**Run 1: placement view**

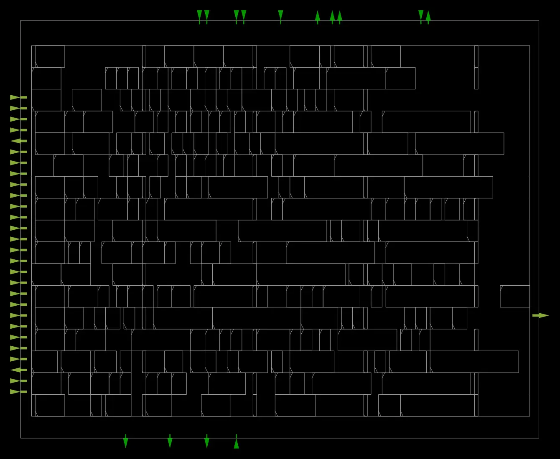
**Run 1: I/O nets highlighted**

The bar under the picture is 20 µm long.
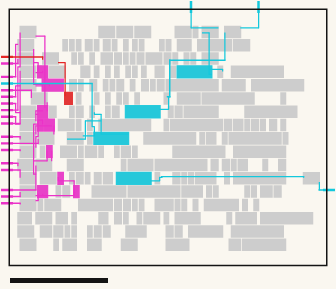
**Run 1: local utilization**

The bar under the picture is 20 µm long. 6 x 5 tiles, from white (low) to dark blue (high), 0 to 100% covered.
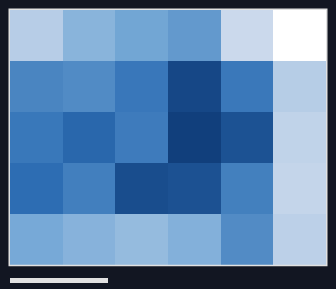
==> src/rtl/znc_flag_register_pkg.sv <==
// Shared flag bit positions, condition codes and the condition evaluator
// for the ZNC flag register stage.
package znc_flag_register_pkg;

    localparam int FLAG_Z = 3;
    localparam int FLAG_N = 2;
    localparam int FLAG_C = 1;
    localparam int FLAG_V = 0;

    typedef logic [3:0] flags_t;

    typedef enum logic [3:0] {
        COND_EQ = 4'h0, COND_NE = 4'h1, COND_CS = 4'h2, COND_CC = 4'h3,
        COND_MI = 4'h4, COND_PL = 4'h5, COND_VS = 4'h6, COND_VC = 4'h7,
        COND_HI = 4'h8, COND_LS = 4'h9, COND_GE = 4'hA, COND_LT = 4'hB,
        COND_GT = 4'hC, COND_LE = 4'hD, COND_AL = 4'hE, COND_NV = 4'hF
    } cond_e;

    function automatic logic cond_eval(flags_t f, cond_e c);
        logic z, n, cy, v, r;
        z  = f[FLAG_Z];
        n  = f[FLAG_N];
        cy = f[FLAG_C];
        v  = f[FLAG_V];
        r  = 1'b0;
        unique case (c)
            COND_EQ: r = z;
            COND_NE: r = ~z;
            COND_CS: r = cy;
            COND_CC: r = ~cy;
            COND_MI: r = n;
            COND_PL: r = ~n;
            COND_VS: r = v;
            COND_VC: r = ~v;
            COND_HI: r = cy & ~z;
            COND_LS: r = ~cy | z;
            COND_GE: r = (n == v);
            COND_LT: r = (n != v);
            COND_GT: r = ~z & (n == v);
            COND_LE: r = z | (n != v);
            COND_AL: r = 1'b1;
            COND_NV: r = 1'b0;
        endcase
        return r;
    endfunction

endpackage

==> src/rtl/znc_flag_register_if.sv <==
// ALU update, stack control and condition request/response bundle
// between the sequencer (master) and the flag register (slave).
interface znc_flag_register_if #(
    parameter int WIDTH = 16
);
    logic             alu_valid;
    logic             alu_ready;
    logic [WIDTH-1:0] alu_result;
    logic             alu_carry;
    logic             a_msb;
    logic             b_msb;
    logic [3:0]       upd_mask;
    logic             push;
    logic             pop;
    logic             cond_req;
    logic [3:0]       cond_code;
    logic             cond_valid;
    logic             cond_true;
    logic [3:0]       flags;
    logic             stack_full;
    logic             stack_empty;
    logic             stack_err;

    modport master (
        output alu_valid, alu_result, alu_carry, a_msb, b_msb, upd_mask,
        output push, pop, cond_req, cond_code,
        input  alu_ready, cond_valid, cond_true, flags,
        input  stack_full, stack_empty, stack_err
    );

    modport slave (
        input  alu_valid, alu_result, alu_carry, a_msb, b_msb, upd_mask,
        input  push, pop, cond_req, cond_code,
        output alu_ready, cond_valid, cond_true, flags,
        output stack_full, stack_empty, stack_err
    );
endinterface

==> src/rtl/znc_flag_register_flag_stack.sv <==
// LIFO of saved flag sets with occupancy count, full/empty status
// and a registered error pulse for illegal push/pop requests.
module flag_stack
    import znc_flag_register_pkg::*;
#(
    parameter int DEPTH = 4
) (
    input  logic   clk,
    input  logic   reset_n,
    input  logic   i_push,
    input  logic   i_pop,
    input  flags_t i_flags,
    output flags_t o_top,
    output logic   o_pop_ok,
    output logic   o_full,
    output logic   o_empty,
    output logic   o_err
);
    localparam int CW = $clog2(DEPTH + 1);
    localparam int AW = (DEPTH > 1) ? $clog2(DEPTH) : 1;

    logic [CW-1:0] r_count;
    flags_t        r_mem [DEPTH];
    logic          r_err;

    logic          w_push_ok;
    logic          w_pop_ok;
    logic          w_err;
    logic [AW-1:0] w_wr_idx;
    logic [AW-1:0] w_rd_idx;

    assign o_full    = (r_count == CW'(DEPTH));
    assign o_empty   = (r_count == '0);
    assign w_push_ok = i_push & ~i_pop & ~o_full;
    assign w_pop_ok  = i_pop & ~i_push & ~o_empty;
    // Simultaneous push+pop is rejected outright rather than swapping the top.
    assign w_err     = (i_push & i_pop)
                     | (i_push & ~i_pop & o_full)
                     | (i_pop & ~i_push & o_empty);
    assign w_wr_idx  = AW'(r_count);
    assign w_rd_idx  = AW'(r_count - CW'(1));

    assign o_top    = r_mem[w_rd_idx];
    assign o_pop_ok = w_pop_ok;
    assign o_err    = r_err;

    always_ff @(posedge clk) begin
        if (!reset_n) begin
            r_count <= '0;
            r_err   <= 1'b0;
        end else begin
            r_err <= w_err;
            if (w_push_ok)
                r_count <= r_count + CW'(1);
            else if (w_pop_ok)
                r_count <= r_count - CW'(1);
        end
    end

    always_ff @(posedge clk) begin
        if (w_push_ok)
            r_mem[w_wr_idx] <= i_flags;
    end

endmodule

==> src/rtl/znc_flag_register.sv <==
// Flag register stage: masked ZNCV update, save/restore stack and
// registered branch condition evaluation.
module znc_flag_register
    import znc_flag_register_pkg::*;
#(
    parameter int WIDTH       = 16,
    parameter int STACK_DEPTH = 4
) (
    input logic                  clk,
    input logic                  reset_n,
    znc_flag_register_if.slave   bus
);
    flags_t r_flags;
    logic   r_cond_valid;
    logic   r_cond_true;

    flags_t w_alu_flags;
    flags_t w_merged;
    flags_t w_top;
    logic   w_accept;
    logic   w_pop_ok;
    logic   w_sign;

    assign w_sign = bus.alu_result[WIDTH-1];

    always_comb begin
        w_alu_flags         = '0;
        w_alu_flags[FLAG_Z] = (bus.alu_result == '0);
        w_alu_flags[FLAG_N] = w_sign;
        w_alu_flags[FLAG_C] = bus.alu_carry;
        w_alu_flags[FLAG_V] = (bus.a_msb == bus.b_msb) & (w_sign != bus.a_msb);
    end

    assign w_merged      = (r_flags & ~bus.upd_mask) | (w_alu_flags & bus.upd_mask);
    assign bus.alu_ready = ~bus.pop;
    assign w_accept      = bus.alu_valid & bus.alu_ready;

    flag_stack #(
        .DEPTH    (STACK_DEPTH)
    ) u_stack (
        .clk      (clk),
        .reset_n  (reset_n),
        .i_push   (bus.push),
        .i_pop    (bus.pop),
        .i_flags  (r_flags),
        .o_top    (w_top),
        .o_pop_ok (w_pop_ok),
        .o_full   (bus.stack_full),
        .o_empty  (bus.stack_empty),
        .o_err    (bus.stack_err)
    );

    always_ff @(posedge clk) begin
        if (!reset_n) begin
            r_flags      <= '0;
            r_cond_valid <= 1'b0;
            r_cond_true  <= 1'b0;
        end else begin
            if (w_pop_ok)
                r_flags <= w_top;
            else if (w_accept)
                r_flags <= w_merged;
            r_cond_valid <= bus.cond_req;
            r_cond_true  <= bus.cond_req & cond_eval(r_flags, cond_e'(bus.cond_code));
        end
    end

    assign bus.flags      = r_flags;
    assign bus.cond_valid = r_cond_valid;
    assign bus.cond_true  = r_cond_true;

endmodule

==> src/flat_wrapper.sv <==
// flat-port wrapper written by rule: the top's interface ports become plain ports
module znc_flag_register_flat import znc_flag_register_pkg::*;
#(
    parameter int WIDTH       = 16,
    parameter int STACK_DEPTH = 4
)
  (clk, reset_n, bus_alu_valid, bus_alu_result, bus_alu_carry, bus_a_msb, bus_b_msb, bus_upd_mask, bus_push, bus_pop, bus_cond_req, bus_cond_code, bus_alu_ready, bus_cond_valid, bus_cond_true, bus_flags, bus_stack_full, bus_stack_empty, bus_stack_err);
  znc_flag_register_if #(.WIDTH(WIDTH)) bus_i ();
  input logic clk;
  input logic reset_n;
  input wire logic [$bits(bus_i.alu_valid)-1:0] bus_alu_valid;
  input wire logic [$bits(bus_i.alu_result)-1:0] bus_alu_result;
  input wire logic [$bits(bus_i.alu_carry)-1:0] bus_alu_carry;
  input wire logic [$bits(bus_i.a_msb)-1:0] bus_a_msb;
  input wire logic [$bits(bus_i.b_msb)-1:0] bus_b_msb;
  input wire logic [$bits(bus_i.upd_mask)-1:0] bus_upd_mask;
  input wire logic [$bits(bus_i.push)-1:0] bus_push;
  input wire logic [$bits(bus_i.pop)-1:0] bus_pop;
  input wire logic [$bits(bus_i.cond_req)-1:0] bus_cond_req;
  input wire logic [$bits(bus_i.cond_code)-1:0] bus_cond_code;
  output wire logic [$bits(bus_i.alu_ready)-1:0] bus_alu_ready;
  output wire logic [$bits(bus_i.cond_valid)-1:0] bus_cond_valid;
  output wire logic [$bits(bus_i.cond_true)-1:0] bus_cond_true;
  output wire logic [$bits(bus_i.flags)-1:0] bus_flags;
  output wire logic [$bits(bus_i.stack_full)-1:0] bus_stack_full;
  output wire logic [$bits(bus_i.stack_empty)-1:0] bus_stack_empty;
  output wire logic [$bits(bus_i.stack_err)-1:0] bus_stack_err;
  assign bus_i.alu_valid = bus_alu_valid;
  assign bus_i.alu_result = bus_alu_result;
  assign bus_i.alu_carry = bus_alu_carry;
  assign bus_i.a_msb = bus_a_msb;
  assign bus_i.b_msb = bus_b_msb;
  assign bus_i.upd_mask = bus_upd_mask;
  assign bus_i.push = bus_push;
  assign bus_i.pop = bus_pop;
  assign bus_i.cond_req = bus_cond_req;
  assign bus_i.cond_code = bus_cond_code;
  assign bus_alu_ready = bus_i.alu_ready;
  assign bus_cond_valid = bus_i.cond_valid;
  assign bus_cond_true = bus_i.cond_true;
  assign bus_flags = bus_i.flags;
  assign bus_stack_full = bus_i.stack_full;
  assign bus_stack_empty = bus_i.stack_empty;
  assign bus_stack_err = bus_i.stack_err;
  znc_flag_register #(.WIDTH(WIDTH), .STACK_DEPTH(STACK_DEPTH)) u_core (.clk(clk), .reset_n(reset_n), .bus(bus_i));
endmodule
==> config.mk <==
export PLATFORM = sky130hd
export DESIGN_NAME = znc_flag_register_flat
export DESIGN_NICKNAME = d
export VERILOG_FILES = /design/src/rtl/znc_flag_register_pkg.sv /design/src/rtl/znc_flag_register_if.sv /design/src/rtl/znc_flag_register_flag_stack.sv /design/src/rtl/znc_flag_register.sv /design/src/flat_wrapper.sv
export SDC_FILE = /design/constraint.sdc
export NUM_CORES = 1
export LEC_CHECK = 0
export ABC_AREA = 1
export CORE_ASPECT_RATIO = 0.8
export CORE_UTILIZATION = 45
export DETAILED_ROUTE_END_ITERATION = 10
export PLACE_DENSITY = 0.84
export RECOVER_POWER = 50
export SLEW_MARGIN = 20
export SYNTH_ARGS = -nofsm -noshare
export SYNTH_HDL_FRONTEND = slang
export SYNTH_SLANG_ARGS = --single-unit
==> constraint.sdc <==
create_clock -name clk -period 2.3 [get_ports clk]
set_input_delay 0.69 -clock clk [delete_from_list [all_inputs] [get_ports clk]]
set_output_delay 0.69 -clock clk [all_outputs]
set_load 0.01 [all_outputs]
==> impl_metrics.tcl, run 1 <==
# implementation run metrics
set metrics [dict create \
    async_flop_share_pct 0 \
    route.met2.wl_um 1410 \
    hold_class "reg2reg" \
    grt_remaining_overflow 0 \
    hold_ws_ns 0.567 \
    use_met2_pct 35.8 \
    crit_buf_inv 3 \
    rr_startpoint "u_core.u_stack.r_count[0]" \
    drcViolationCount 0 \
    fa_ha_area_share_pct 5.32 \
    switchingPower_w 0.000336 \
    finalHoldViolCount 0 \
    drt-total-wl_um 3240 \
    power_leader "sequential cells" \
    irDropWorstVdd_uv 289 \
    ff_type "edfxtp_1" \
    path_cells "clkdlybuf4s50_1, inv_1, dlygate4sd2_1" \
    clk_share_pct 2.29 \
    signal_buffers 50 \
    worst_pin_slew_ns 0.455 \
    die_x_um 64.6 \
    routabilityCongestion 0.796 \
    via_per_inst 5.09 \
    fmax_ghz 0.458 \
    cts_tree "yes" \
    yosys_area_um2 1410 \
    wl_met3_um 319 \
    swShare_pct 29.3 \
    fin_setup_tns_ns 0 \
    tool_warnings 30 \
    finalClockPeriodUsage_pct 94.9 \
    clkbuf_count 4 \
    num_vias 1350 \
    p_clk_w 0.000260 \
    cp.arrival_ns 1.49 \
    lay_top_cells "nand2_1 (43), clkdlybuf4s50_1 (34), nor2_1 (23)" \
    fp_nets 213 \
    p_comb_w 0.000349 \
    syn_avg_cell_area_um2 8.11 \
    clock_sinks 26 \
    antenna_found_initial 0 \
    fp_util_pct 49.2 \
    hold_depth 2 \
    grtUsageMet3_pct 4.39 \
    core_area_um2 2870 \
    ys_sh_simple_pct 28.3 \
    antenna_left 0 \
    yosys_cells 174 \
    pwr-share-clk_pct 22.7 \
    crit_type "in2out" \
    status "finished, final reports clean" \
    grt_max_degree 15 \
    drt_first_pass_iters 4 \
    p_seq_w 0.000539 \
    syn_area_um2 1410 \
    drt-met1-wl_um 1460 \
    worstSkewPairLatency_ns 0.27 \
    track_usage_pct 22.9 \
    highest_layer "met4" \
    synth_xor_xnor_area_share_pct 0 \
    path_depth 3 \
    edf_count 16 \
    timing.rr.end "u_core.u_stack.r_mem[0][1]" \
    use_met1_pct 31.4 \
    synth.distinct_cells 26 \
    crit_required_ns 1.61 \
    htree_levels 1 \
    seq_area_um2 681 \
]
## Picture notes: 'placement view'
sequential share of cell area: 34.6%
non-filler cells, final: 265
TAP cells: 38
Rows: 17

## Picture notes: 'I/O nets highlighted'
| port | color | bits | direction | end cells | buffers | wire |
|---|---|---|---|---|---|---|
| bus_flags | cyan | 4 | output | 4 | 4 | 145 µm |
| bus_alu_result | magenta | 16 | input | 9 | 16 | 173 µm |
| bus_alu_carry | red | 1 | input | 1 | 1 | 14.9 µm |
IO Pins: 43
PortBufs: 42

## Picture notes: 'local utilization'
emptiest ninth of the die: top right
densest ninth of the die: middle
mean over tiles: 57%
fullest tile: 94%
tiles over 75% full: 23%
nearly empty tiles: 3.3%

**Run 1: sequential cells colored by netlist name**

The bar under the picture is 20 µm long. Other sequential cells in the stronger gray, the rest of the logic in the fainter gray.
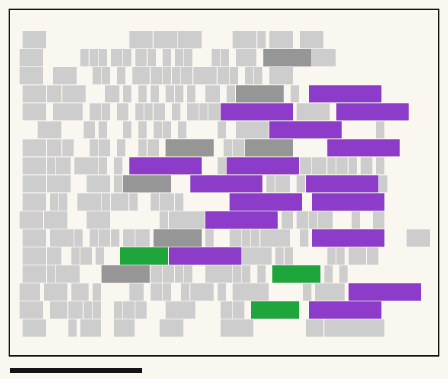

==> run 2, diff against run 1 <==
--- a/config.mk
+++ b/config.mk
@@ -7,9 +7,10 @@
 export LEC_CHECK = 0
 export ABC_AREA = 1
 export CORE_ASPECT_RATIO = 0.8
-export CORE_UTILIZATION = 45
+export CORE_UTILIZATION = 25
+export CTS_BUF_LIST = sky130_fd_sc_hd__clkbuf_2
 export DETAILED_ROUTE_END_ITERATION = 10
-export PLACE_DENSITY = 0.84
+export PLACE_DENSITY = 0.55
 export RECOVER_POWER = 50
 export SLEW_MARGIN = 20
 export SYNTH_ARGS = -nofsm -noshare
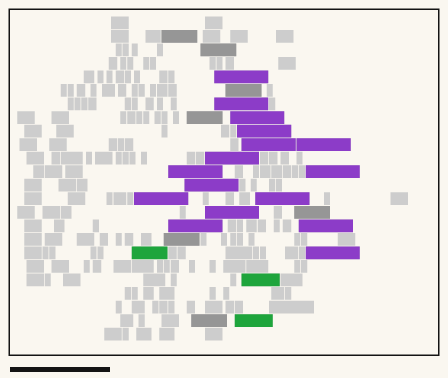
**Above:** run 2 (sequential cells colored by netlist name).
The bar under the picture is 20 µm long. Other sequential cells in the stronger gray, the rest of the logic in the fainter gray.
| name in the netlist | color | flops |
|---|---|---|
| u_core.u_stack.r_mem | purple | 16 |
| u_core.u_stack.r_count | green | 3 |
Flop area: 683 µm²
post-layout util: 36.5%
power in sequential cells: 0.000539 W
sequential share of cell area: 34.4%

==> impl_metrics.tcl, run 2 <==
# implementation run metrics
set metrics [dict create \
    die_x_um 86.0 \
    drcViolationCount 0 \
    instances_no_fill 305 \
    switchingPower_w 0.000319 \
    crit_type "reg2out" \
    core_area_um2 5440 \
    fp_nets 213 \
    crit_required_ns 1.61 \
    grt_max_degree 15 \
    drt_first_pass_iters 4 \
    p_comb_w 0.000335 \
    status "finished, final reports clean" \
    lay_top_cells "nand2_1 (44), clkdlybuf4s50_1 (37), nor2_1 (24)" \
    cp.arrival_ns 1.54 \
    yosys_cells 174 \
    antenna_left 0 \
    clkbuf_count 4 \
    well_tap_count 78 \
    hold_ws_ns 0.613 \
    path_depth 4 \
    clock_sinks 26 \
    tool_warnings 30 \
    swShare_pct 30.3 \
    syn_avg_cell_area_um2 8.11 \
    edf_count 16 \
    ys_sh_simple_pct 28.3 \
    highest_layer "met4" \
    rr_startpoint "u_core.u_stack.r_count[0]" \
    timing.rr.end "u_core.u_stack.r_count[2]" \
    worst_pin_slew_ns 0.418 \
    track_usage_pct 11.2 \
    power_leader "sequential cells" \
    drt-met1-wl_um 1660 \
    cts_tree "yes" \
    wl_met3_um 119 \
    syn_area_um2 1410 \
    crit_buf_inv 2 \
]
Power is estimated from default activity; no workload was simulated.
